`src/rtl/dmx_writer.sv`:
```
// dmx_writer: DMX512 frame generator (break, mark-after-break, start code, then
// NUM_SLOTS channel slots at 250 kbaud, 8N2). Before each channel slot it
// requests the byte from the data processor and latches the registered reply.
// Optional build macro DMX_FIXTURE_DEFAULTS_EN: channels 3 and 5 transmit fixed
// fixture defaults instead of the processor reply.
module dmx_writer #(
  parameter int CLKS_PER_BIT = 108,
  parameter int BREAK_BITS   = 25,
  parameter int MAB_BITS     = 3,
  parameter int NUM_SLOTS    = 511
) (
  input  logic       clk,
  input  logic       reset_n,
  input  logic       enable,
  output logic [8:0] request_addr,
  output logic       request_pulse,
  input  logic [8:0] addr_in,
  input  logic [7:0] data_in,
  output logic       dmx_out,
  output logic       busy,
  output logic       frame_done,
  output logic       addr_err
);

  localparam int CW   = (CLKS_PER_BIT > 2) ? $clog2(CLKS_PER_BIT) : 1;
  localparam int BMAX = (BREAK_BITS > MAB_BITS) ? BREAK_BITS : MAB_BITS;
  localparam int BW   = (BMAX > 16) ? $clog2(BMAX + 1) : 5;

  typedef enum logic [2:0] {
    S_IDLE, S_BREAK, S_MAB, S_SLOT, S_FETCH0, S_FETCH1, S_FETCH2
  } state_t;

  state_t          state, next_state;
  logic [CW-1:0]   clk_cnt;
  logic [BW-1:0]   bit_cnt;
  logic [8:0]      slot_cnt;   // data slots already sent in this frame
  logic [7:0]      tx_byte;
  logic [10:0]     frame_bits;
  logic            bit_end;
  logic            timed;
  logic [7:0]      fetch_byte;
  logic            fetch_err;

  assign bit_end    = (clk_cnt == CW'(CLKS_PER_BIT - 1));
  assign timed      = (state == S_BREAK) || (state == S_MAB) || (state == S_SLOT);
  // Serial order on the wire, index 0 first: start, D0..D7, stop, stop.
  assign frame_bits = {2'b11, tx_byte, 1'b0};

  // State register
  always_ff @(posedge clk) begin
    if (!reset_n) state <= S_IDLE;
    else          state <= next_state;
  end

  // Next-state logic
  always_comb begin
    next_state = state;
    case (state)
      S_IDLE:   if (enable) next_state = S_BREAK;
      S_BREAK:  if (bit_end && bit_cnt == BW'(BREAK_BITS - 1)) next_state = S_MAB;
      S_MAB:    if (bit_end && bit_cnt == BW'(MAB_BITS - 1)) next_state = S_SLOT;
      S_SLOT:   if (bit_end && bit_cnt == BW'(10))
                  next_state = (slot_cnt < 9'(NUM_SLOTS)) ? S_FETCH0 : S_IDLE;
      S_FETCH0: next_state = S_FETCH1;
      S_FETCH1: next_state = S_FETCH2;
      S_FETCH2: next_state = S_SLOT;
      default:  next_state = S_IDLE;
    endcase
  end

  // Line, strobe and busy outputs decoded from state
  always_comb begin
    dmx_out       = 1'b1;
    request_pulse = 1'b0;
    busy          = (state != S_IDLE);
    case (state)
      S_BREAK:  dmx_out = 1'b0;
      S_SLOT:   dmx_out = frame_bits[bit_cnt[3:0]];
      S_FETCH0: request_pulse = 1'b1;
      default:  ;
    endcase
  end

  // Reply selection: mismatched replies are replaced by zero so a bad
  // address never drives a wrong fixture with someone else's data.
  always_comb begin
    fetch_byte = data_in;
    fetch_err  = (addr_in != request_addr);
`ifdef DMX_FIXTURE_DEFAULTS_EN
    if (request_addr == 9'd3) begin
      fetch_byte = 8'd120;   // color wheel
      fetch_err  = 1'b0;
    end else if (request_addr == 9'd5) begin
      fetch_byte = 8'd100;   // dimmer
      fetch_err  = 1'b0;
    end
`endif
    if (fetch_err) fetch_byte = 8'h00;
  end

  // Bit/slot counters, shift byte, request address and status flags
  always_ff @(posedge clk) begin
    if (!reset_n) begin
      clk_cnt      <= '0;
      bit_cnt      <= '0;
      slot_cnt     <= '0;
      tx_byte      <= '0;
      request_addr <= '0;
      frame_done   <= 1'b0;
      addr_err     <= 1'b0;
    end else begin
      frame_done <= (state == S_SLOT) && (next_state == S_IDLE);

      if (state != next_state || !timed) begin
        clk_cnt <= '0;
        bit_cnt <= '0;
      end else if (bit_end) begin
        clk_cnt <= '0;
        bit_cnt <= bit_cnt + BW'(1);
      end else begin
        clk_cnt <= clk_cnt + CW'(1);
      end

      case (state)
        S_IDLE:   if (next_state == S_BREAK) begin
                    addr_err <= 1'b0;
                    slot_cnt <= '0;
                  end
        S_MAB:    if (next_state == S_SLOT) tx_byte <= 8'h00;  // start code
        S_SLOT:   if (next_state == S_FETCH0) begin
                    slot_cnt     <= slot_cnt + 9'd1;
                    request_addr <= slot_cnt + 9'd1;
                  end
        S_FETCH2: begin
                    tx_byte <= fetch_byte;
                    if (fetch_err) addr_err <= 1'b1;
                  end
        default:  ;
      endcase
    end
  end

endmodule

```
`config.mk`:
```
export PLATFORM = sky130hd
export DESIGN_NAME = dmx_writer
export DESIGN_NICKNAME = d
export VERILOG_FILES = /design/src/rtl/dmx_writer.sv
export SDC_FILE = /design/constraint.sdc
export NUM_CORES = 1
export LEC_CHECK = 0
export CORE_MARGIN = 2
export CORE_UTILIZATION = 55
export DETAILED_ROUTE_END_ITERATION = 6
export GPL_ROUTABILITY_DRIVEN = 0
export PLACE_DENSITY = 0.84
export SLEW_MARGIN = 20
export SYNTH_ARGS = -nofsm -noshare
export SYNTH_HDL_FRONTEND = slang
export SYNTH_SLANG_ARGS = --single-unit
```
`constraint.sdc`:
```
create_clock -name clk -period 2.4 [get_ports clk]
set_clock_uncertainty 0.05 [all_clocks]
set_input_delay 0.48 -clock clk [delete_from_list [all_inputs] [get_ports clk]]
set_output_delay 0.48 -clock clk [all_outputs]
set_load 0.005 [all_outputs]
```
==> flow_summary.rst <==
Flow metrics
------------

.. list-table::
   :header-rows: 1

   * - Metric
     - Value
   * - Result of the run
     - complete, no violations
   * - Number of stages on the worst setup path
     - 3
   * - Crit. End Element
     - primary output
   * - Wirelength, routed
     - roughly 6300 um
   * - Site row count
     - 24
   * - Power Internal
     - between 1 and 1.5 mW
   * - Maximum vdd drop
     - approximately 310 uV
   * - Synth warn
     - 0
   * - Antenna-violating nets left
     - 0
   * - Final routed DRC violation total
     - 0
   * - CORE AREA
     - 0.00438 mm2
   * - WP data arrival
     - roughly 1700 ps
   * - Number of library cell types mapped by synthesis
     - roughly 57
   * - Syn_nets
     - 321
   * - Crit Path Category
     - flop to primary output
   * - Path type of the worst min-delay path
     - flop to flop
   * - Post-CTS Setup Inserts
     - 0
   * - Fill cell total of the finished layout
     - ~370
   * - Clock share of power
     - about two fifths
   * - Share of synthesized registers carrying an async set or reset
     - 0%
   * - Clock buffer depth
     - 2
   * - Total negative slack for setup checks
     - 0 ps
   * - Die outline height
     - roughly 72 um
   * - DRC marker count from the first detailed-route iteration
     - 185
   * - Post-detailed-placement half-perimeter wirelength
     - approximately 4500 um
   * - Critical-path cell with the highest stage delay
     - dfxtp_1
   * - Share of layout cells above drive strength 1
     - 10.9%
   * - H-tree lvl count
     - 2
   * - Top area contributor share
     - between 30% and 40%
   * - Final setup violation count
     - 0
   * - Register-to-Register Path Depth
     - 4
   * - Share of power burned in combinational logic
     - under 10%
   * - Share of the clock period used by the worst path after layout
     - between 90% and 100%
   * - Synthesized instance count
     - between 200 and 300
   * - Largest driver fanout on the critical path
     - 17
   * - Combinational cell power
     - 0.130 mW
   * - Avg Synthesized Cell Area
     - around 8.5 um2
   * - I/O pin cnt
     - 34
   * - Top area cells in the synthesized netlist
     - dfxtp_1, xnor2_1, a21oi_1
   * - PortBufs
     - 33
   * - Clock-net power
     - around 0.59 mW
   * - CP top delay family
     - flip-flops
[state kept, by name, indices dropped and copies added, names as in the netlist]
name,flops
clk_cnt,7
slot_cnt,9
request_addr,9
bit_cnt,5
addr_err,1
frame_done,1
tx_byte,8
state,3
[cells in the final DEF (no fill, tap or decap), drive strengths merged, types with 12 or more instances in the layout]
master / synthesis / routed
nand3: 17 / 17
and3: 12 / 12
nand2: 21 / 21
nor3: 12 / 12
a21oi: 16 / 16
o21ai: 17 / 17
inv: 12 / 12
dfxtp: 43 / 43
xnor2: 16 / 16
clkdlybuf4s50: 0 / 32
[metrics by stage]
step | power (mW) | area (um2) | hold slack, ps | util [%] | std cells
4_1_cts | 1.47 | 3000 | 432 | 68.4 | 381
3_5_place_dp | 0.889 | 2880 | 417 | 65.8 | 373
5_1_grt | 1.52 | 3000 | 457 | 68.4 | 381
3_3_place_gp | 0.886 | 2880 | 394 | 65.8 | 373
6_report | 1.46 | 3000 | 429 | 68.4 | 381
2_1_floorplan | 0.823 | 2530 | 378 | - | 296
[cells by family after synthesis]
| family | share of synthesized area (%) |
|---|---|
| mux | 1.68 |
| xor+xnor | 6.24 |
| compound gates | 18.7 |
| simple gates | 31.1 |
| buf+inv | 5.74 |
| flops | 34.1 |
| fa+ha+maj | 2.48 |
[timing repair]
action	CTS	global route
hold buffers	0	0
gates resized	2	0
hold endpoints to repair	0	0
setup endpoints to repair	1	0
[final cells by class]
| class | instances | area [um2] | share of cell area, % |
|---|---|---|---|
| multi-input cells | 225 | 1520 | 50.7 |
| flip-flops and latches | 43 | 862 | 28.7 |
| repair buffers | 41 | 389 | 13.0 |
| clock buffers | 6 | 82.6 | 2.75 |
| well taps | 52 | 65.1 | 2.17 |
| inverters | 12 | 45.0 | 1.50 |
| clock inverters | 2 | 35.0 | 1.17 |
[cell usage after synthesis, drive strengths merged (2+ instances only)]
library cell / n
and3b: 4
nor4b: 3
and4b: 2
nor2: 11
o2111ai: 2
mux2i: 2
nand4b: 2
and2: 3
o21a: 5
xnor2: 16
nand3b: 2
and4: 3
a31o: 2
clkbuf: 7
o21ai: 17
a32oi: 3
nor3: 12
buf: 9
nor4: 11
nor3b: 2
and3: 12
xor2: 2
nand4: 6
inv: 12
a31oi: 11
a21oi: 16
dfxtp: 43
a211oi: 6
nand2: 21
nand2b: 3
nor2b: 3
ha: 5
or4: 4
o211ai: 4
nand3: 17
and4bb: 2
[path summary, 6_finish.rpt]
check	startpoint	to	slack, ps
max	state[1]$_SDFF_PN0_	request_pulse	170
min	clk_cnt[0]$_SDFF_PP0_	clk_cnt[0]$_SDFF_PP0_	430
max reg2reg	state[0]$_SDFF_PN0_	slot_cnt[2]$_SDFFE_PN0P_	380
min reg2reg	clk_cnt[0]$_SDFF_PP0_	clk_cnt[0]$_SDFF_PP0_	430
[per-layer routing]
| metal | global-route usage (%) | wire [um] | vias to the layer above |
|---|---|---|---|
| li1 | - | - | 1176 |
| met1 | 34.8 | 2940 | 1161 |
| met2 | 42.1 | 3060 | 64 |
| met3 | 4.22 | 235 | 4 |
| met4 | 5.87 | 40 | 0 |
| met5 | 0 | 0 | - |
### Logic cells by family

Scale bar: 20 um.
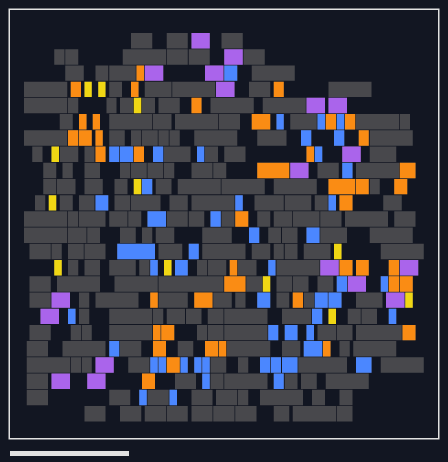
nand cells -> blue  # cells 51
inv cells -> yellow  # cells 12
xor and xnor cells -> purple  # cells 18, where widely spread
nor cells -> orange  # cells 43

### Congestion heat map

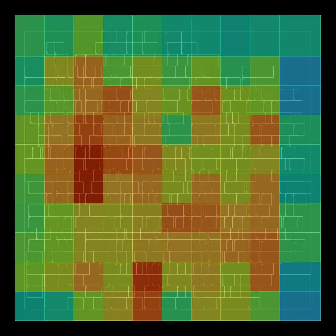
per-cell routed wire length: 16.5 um
Tot GR Track Use: 25.4%
met2 track demand over resource in global routing: 42.1%

### Sizing map

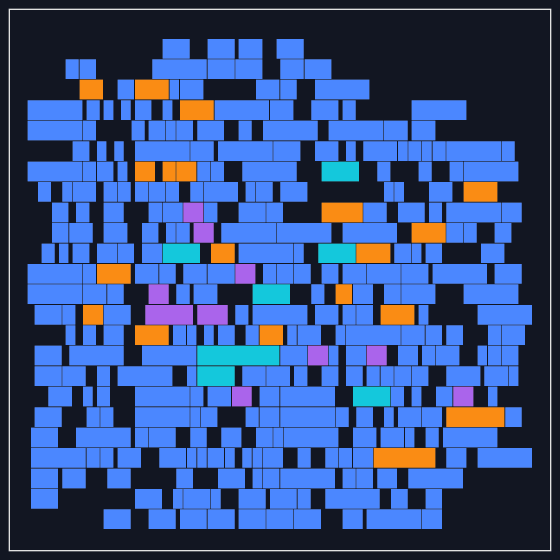
x1 and smaller -> blue  # cells 293, share 89%, most used dfxtp_1
x6 and larger -> cyan  # cells 7, share 2.1%, most used clkbuf_8
x3 and x4 -> purple  # cells 10, share 3.0%, most used buf_4
x2 -> orange  # cells 19, share 5.8%, most used a211oi_2

Power figures rest on the tool's default switching activity, not on a simulated workload.
